**src/rtl/dmem_arbiter.sv**
```systemverilog
// dmem_arbiter: two-port arbiter/sequencer for the single-ported data memory.
// Define DMEM_ARB_PRIO_EN for fixed priority (port 0 wins); default is round-robin.
module dmem_arbiter #(
  parameter int AW = 32,
  parameter int DW = 32
) (
  input  logic          clk,
  input  logic          rst,
  input  logic          m0_req,
  input  logic          m0_we,
  input  logic [AW-1:0] m0_addr,
  input  logic [DW-1:0] m0_wdata,
  output logic          m0_ack,
  output logic [DW-1:0] m0_rdata,
  input  logic          m1_req,
  input  logic          m1_we,
  input  logic [AW-1:0] m1_addr,
  input  logic [DW-1:0] m1_wdata,
  output logic          m1_ack,
  output logic [DW-1:0] m1_rdata,
  output logic [AW-1:0] mem_addr,
  output logic [DW-1:0] mem_write_data,
  output logic          mem_memread,
  output logic          mem_memwrite,
  input  logic [DW-1:0] mem_read_data,
  output logic          busy
);

  typedef enum logic [1:0] {
    IDLE   = 2'd0,
    ACCESS = 2'd1,
    DONE   = 2'd2
  } state_e;

  state_e        state_q, state_d;
  logic          rr_q, rr_d;
  logic          gnt_q, gnt_d;
  logic          we_q, we_d;
  logic [AW-1:0] addr_q, addr_d;
  logic [DW-1:0] wdata_q, wdata_d;
  logic [DW-1:0] rd0_q, rd1_q;

  logic          load;
  logic          sel;
  logic          pick;
  logic          other_req;

`ifdef DMEM_ARB_PRIO_EN
  // Port 0 always wins; port 1 only when port 0 is quiet.
  assign pick      = ~m0_req;
  assign other_req = gnt_q ? m0_req : (m1_req & ~m0_req);
`else
  // Tie goes to the rr pointer; a sole requester always wins.
  assign pick      = (m0_req & m1_req) ? rr_q : ~m0_req;
  assign other_req = gnt_q ? m0_req : m1_req;
`endif

  // Next-state, grant selection and request latching.
  always_comb begin
    state_d = state_q;
    rr_d    = rr_q;
    gnt_d   = gnt_q;
    we_d    = we_q;
    addr_d  = addr_q;
    wdata_d = wdata_q;
    load    = 1'b0;
    sel     = 1'b0;
    unique case (state_q)
      IDLE: begin
        if (m0_req | m1_req) begin
          load    = 1'b1;
          sel     = pick;
          state_d = ACCESS;
        end
      end
      ACCESS: begin
        state_d = DONE;
      end
      DONE: begin
        state_d = IDLE;
        if (other_req) begin
          load    = 1'b1;
          sel     = ~gnt_q;
          state_d = ACCESS;
        end
      end
      default: begin
        state_d = IDLE;
      end
    endcase
    if (load) begin
      gnt_d   = sel;
      we_d    = sel ? m1_we    : m0_we;
      addr_d  = sel ? m1_addr  : m0_addr;
      wdata_d = sel ? m1_wdata : m0_wdata;
`ifdef DMEM_ARB_PRIO_EN
      rr_d    = 1'b0;
`else
      rr_d    = ~sel;
`endif
    end
  end

  // State, pointer and latched request registers.
  always_ff @(posedge clk) begin
    if (rst) begin
      state_q <= IDLE;
      rr_q    <= 1'b0;
      gnt_q   <= 1'b0;
      we_q    <= 1'b0;
      addr_q  <= '0;
      wdata_q <= '0;
    end else begin
      state_q <= state_d;
      rr_q    <= rr_d;
      gnt_q   <= gnt_d;
      we_q    <= we_d;
      addr_q  <= addr_d;
      wdata_q <= wdata_d;
    end
  end

  // Capture read data into the grantee's return register at end of ACCESS.
  always_ff @(posedge clk) begin
    if (rst) begin
      rd0_q <= '0;
      rd1_q <= '0;
    end else if (state_q == ACCESS && !we_q) begin
      if (gnt_q) rd1_q <= mem_read_data;
      else       rd0_q <= mem_read_data;
    end
  end

  assign mem_addr       = addr_q;
  assign mem_write_data = wdata_q;
  assign mem_memread    = (state_q == ACCESS) & ~we_q;
  assign mem_memwrite   = (state_q == ACCESS) &  we_q;
  assign m0_ack         = (state_q == DONE) & ~gnt_q;
  assign m1_ack         = (state_q == DONE) &  gnt_q;
  assign m0_rdata       = rd0_q;
  assign m1_rdata       = rd1_q;
  assign busy           = (state_q != IDLE);

endmodule

```
**config.mk**
```make
export PLATFORM = sky130hd
export DESIGN_NAME = dmem_arbiter
export DESIGN_NICKNAME = d
export VERILOG_FILES = /design/src/rtl/dmem_arbiter.sv
export SDC_FILE = /design/constraint.sdc
export NUM_CORES = 1
export LEC_CHECK = 0
export ABC_AREA = 1
export ABC_CLOCK_PERIOD_IN_PS = 4500
export CAP_MARGIN = 20
export CORE_UTILIZATION = 44
export CTS_BUF_LIST = sky130_fd_sc_hd__clkbuf_8
export DETAILED_ROUTE_END_ITERATION = 12
export PLACE_DENSITY = 0.92
export SLEW_MARGIN = 25
export SYNTH_ARGS = -nofsm -noshare
export SYNTH_HDL_FRONTEND = slang
export SYNTH_SLANG_ARGS = --single-unit
```
**constraint.sdc**
```tcl
create_clock -name clk -period 4.5 [get_ports clk]
set_clock_uncertainty 0.2 [all_clocks]
set_input_delay 0.45 -clock clk [delete_from_list [all_inputs] [get_ports clk]]
set_output_delay 0.45 -clock clk [all_outputs]
set_load 0.03 [all_outputs]
```
Figure 1. Power grid (run 1).
Bar = 20 um. Pins as bars on the die edge.
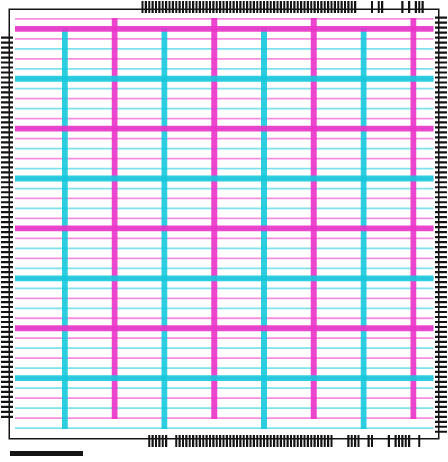
VDD -> magenta
VSS -> cyan
met1 rails = 42
met5 straps = 8
met4 straps = 8
signal pins = 299
rows = 41

Figure 2. Placed cells, one colour a class (run 1).
Bar = 20 um.
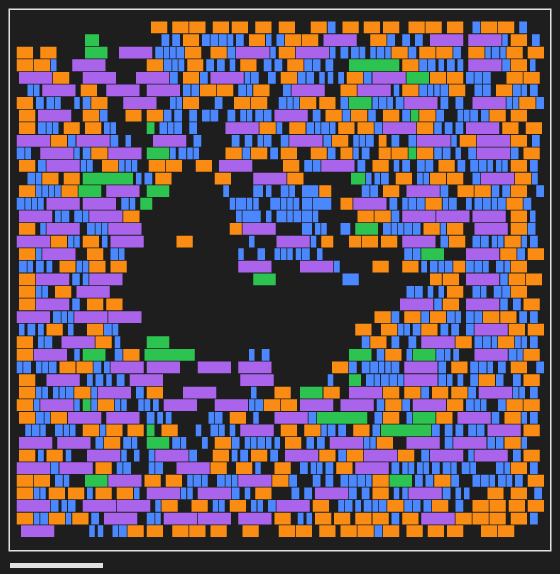
remaining logic cells -> blue  # cells 619, share of their area 31%
remaining buffers and delay cells -> orange  # cells 307, share of their area 34%
sequential cells -> purple  # cells 133, share of their area 30%
clock drivers and dummy loads -> green  # cells 32, share of their area 5.1%

Figure 3. Clock network drawn from the DEF (run 1).
Bar = 20 um.
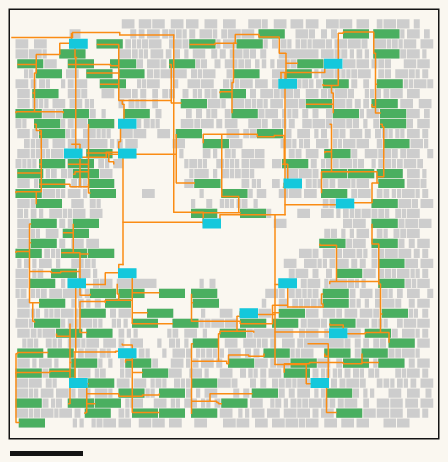
clock wires -> orange  # length 1630 um
flip-flops -> green  # count 133
clock-net drivers -> cyan  # count 17
flops lie = spread over the die
Insertion Delay late pin: 0.45 ns
Clock group: 1.15 mW
clock share of power: 33.3%

==> impl_metrics.env, run 1 <==
# implementation run metrics
export IMPL_status="finished, final reports clean"
export IMPL_holdCritPathClass="register to register"
export IMPL_grt_max_degree=69
export IMPL_antenna_found_initial=0
export IMPL_finalCriticalPeriod_ns=2.96
export IMPL_flop_area_um2=2660
export IMPL_sh_seq_area_pct=29.1
export IMPL_r2r_slack_ns=1.54
export IMPL_largest_area_cell="dfxtp_1"
export IMPL_yosys_cells=821
export IMPL_vias_per_cell=5.27
export IMPL_met2_length_mm=9.99
export IMPL_cts_max_level=4
export IMPL_startpoint_type="register"
export IMPL_clkCellAreaFrac_pct=4.97
export IMPL_wl_met1_mm=7.74
export IMPL_hold_depth=2
export IMPL_ys_ff=133
export IMPL_gp_congestion=0.815
export IMPL_postSynthCellCount=821
export IMPL_crit_required_ns=4.64
export IMPL_crit_path_top_delay_cell="clkinv_1"
export IMPL_syn_num_nets=987
export IMPL_rsz0062_at_grt="false"
export IMPL_worst_slack_ns=1.54
export IMPL_startpoint="state_q[0]"
export IMPL_common_cells="196 x nand3_1, 134 x nor2_1, 133 x dfxtp_1"
export IMPL_cts_tree="built"
export IMPL_power_share_switching_pct=31.6
export IMPL_n_antenna_cell=0
export IMPL_totalPowerFinal_mw=3.44
export IMPL_p_switching_mw=1.09
export IMPL_async_flop_share_pct=0
export IMPL_wirelength_mm=21.2
export IMPL_logic_area_um2=2490
export IMPL_ys_area_um2=5780
export IMPL_ff_type="dfxtp_1"
export IMPL_fin_cells=1263
export IMPL_timing_fmax_ghz=0.338
export IMPL_hpwl_mm=14.1
export IMPL_cp_common_cell="nor2_1"
export IMPL_die_w_um=117
export IMPL_ys_sh_aoi_pct=11.3
export IMPL_cts_path_max_buffers=2
export IMPL_ys_warn_count=0
export IMPL_use_met1_pct=31.8
export IMPL_grt_ovfl_total=0
export IMPL_comb_cell_share_pct=27.1
export IMPL_ff_count=133
export IMPL_highest_signal_layer="met4"
export IMPL_track_usage_pct=29.8
export IMPL_chip_area_um2=13600
export IMPL_hold_viol_final=0
export IMPL_synth_xor_area_share_pct=0
export IMPL_synthToLayoutAreaGrowth_pct=58.3
export IMPL_powerDensity_nw_per_um2=376
export IMPL_crit_buf_inv=2
export IMPL_top_cells_by_area="dfxtp_1 46%, nand3_1 17%, nor2_1 8.7%, a21oi_1 5.8%, inv_1 4.9%"
export IMPL_hold_worst_slack_ns=0.285
export IMPL_ys_types=17
export IMPL_grt_pass1_wl_mm=30.9
export IMPL_clock_buffers=18
export IMPL_n_fill_cell=974
export IMPL_place_inst=1231
export IMPL_power_group_top="sequential cells"
export IMPL_wl_met3_mm=2.49
export IMPL_synth_comb_largest_family="simple AND/OR/NAND/NOR gates"
export IMPL_finalMaxSlewViolations=0
export IMPL_slowest_delay_ns=0.94
export IMPL_cts_root_buffer_cell="clkbuf_8"
export IMPL_rows=41
export IMPL_drc=0
==> inputs of run 2 (changes only) <==
--- a/config.mk
+++ b/config.mk
@@ -6,12 +6,12 @@
 export NUM_CORES = 1
 export LEC_CHECK = 0
 export ABC_AREA = 1
-export ABC_CLOCK_PERIOD_IN_PS = 4500
+export ABC_CLOCK_PERIOD_IN_PS = 2600
 export CAP_MARGIN = 20
-export CORE_UTILIZATION = 44
+export CORE_UTILIZATION = 37
 export CTS_BUF_LIST = sky130_fd_sc_hd__clkbuf_8
 export DETAILED_ROUTE_END_ITERATION = 12
-export PLACE_DENSITY = 0.92
+export PLACE_DENSITY = 0.83
 export SLEW_MARGIN = 25
 export SYNTH_ARGS = -nofsm -noshare
 export SYNTH_HDL_FRONTEND = slang
==> constraint.sdc (replaced) <==
create_clock -name clk -period 2.6 [get_ports clk]
set_clock_uncertainty 0.2 [all_clocks]
set_input_delay 0.26 -clock clk [delete_from_list [all_inputs] [get_ports clk]]
set_output_delay 0.26 -clock clk [all_outputs]
set_load 0.03 [all_outputs]
Figure 4. Routed metal, one colour a layer (run 2).
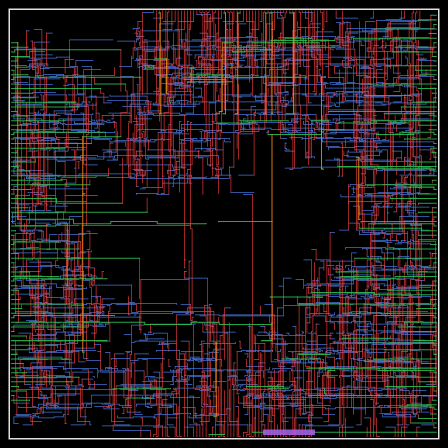
M2 -> red  # wire length 9720 um
M5 -> purple  # wire length 13.8 um
M1 -> blue  # wire length 7790 um
M3 -> green  # wire length 2460 um
M4 -> orange  # wire length 479 um
Routed WL: 20.5 mm
Tot GR Track Use: 24.9%
Via Count: 6465
average routed wire per standard cell: 16.0 um

==> run 2 against run 1 <==
  * Synthesized area unchanged
  * Via count down 2.8%
  * Sequential cell count unchanged
  * Core utilization down 11 points
  * Critical endpoint is now mem_memwrite
  * Largest cell class unchanged
  * Highest routed layer is now met5
==> impl_metrics.env, run 2 <==
# implementation run metrics
export IMPL_use_met1_pct=27.4
export IMPL_ys_warn_count=0
export IMPL_clock_buffers=19
export IMPL_synthToLayoutAreaGrowth_pct=59.6
export IMPL_cts_path_max_buffers=2
export IMPL_cts_tree="built"
export IMPL_ys_area_um2=5780
export IMPL_power_clock_mw=1.83
export IMPL_met2_length_mm=9.72
export IMPL_n_antenna_cell=0
export IMPL_grt_ovfl_total=0
export IMPL_ff_count=133
export IMPL_crit_required_ns=2.14
export IMPL_timing_fmax_ghz=0.424
export IMPL_rows=45
export IMPL_totalPowerFinal_mw=5.81
export IMPL_hold_depth=3
export IMPL_power_share_switching_pct=32.3
export IMPL_crit_buf_inv=3
export IMPL_async_flop_share_pct=0
export IMPL_logic_area_um2=2490
export IMPL_p_switching_mw=1.88
export IMPL_synth_comb_largest_family="simple AND/OR/NAND/NOR gates"
export IMPL_hold_viol_final=0
export IMPL_syn_num_nets=987
export IMPL_r2r_slack_ns=0.88
export IMPL_drc=0
export IMPL_finalCriticalPeriod_ns=2.36
export IMPL_startpoint_type="register"
export IMPL_grt_max_degree=69
export IMPL_comb_cell_share_pct=26.9
export IMPL_worst_slack_ns=0.239
export IMPL_postSynthCellCount=821
export IMPL_grt_pass1_wl_mm=31.7
export IMPL_antenna_found_initial=1
export IMPL_wl_met1_mm=7.79
export IMPL_status="finished, final reports clean"
export IMPL_sh_seq_area_pct=28.8
export IMPL_clkCellAreaFrac_pct=4.54
export IMPL_holdCritPathClass="input port to register"
export IMPL_yosys_cells=821
export IMPL_crit_path_top_delay_cell="clkdlybuf4s50_1"
export IMPL_common_cells="196 x nand3_1, 134 x nor2_1, 133 x dfxtp_1"
export IMPL_gp_congestion=0.799
No activity file was given, so power comes from the tool's default toggle rates.
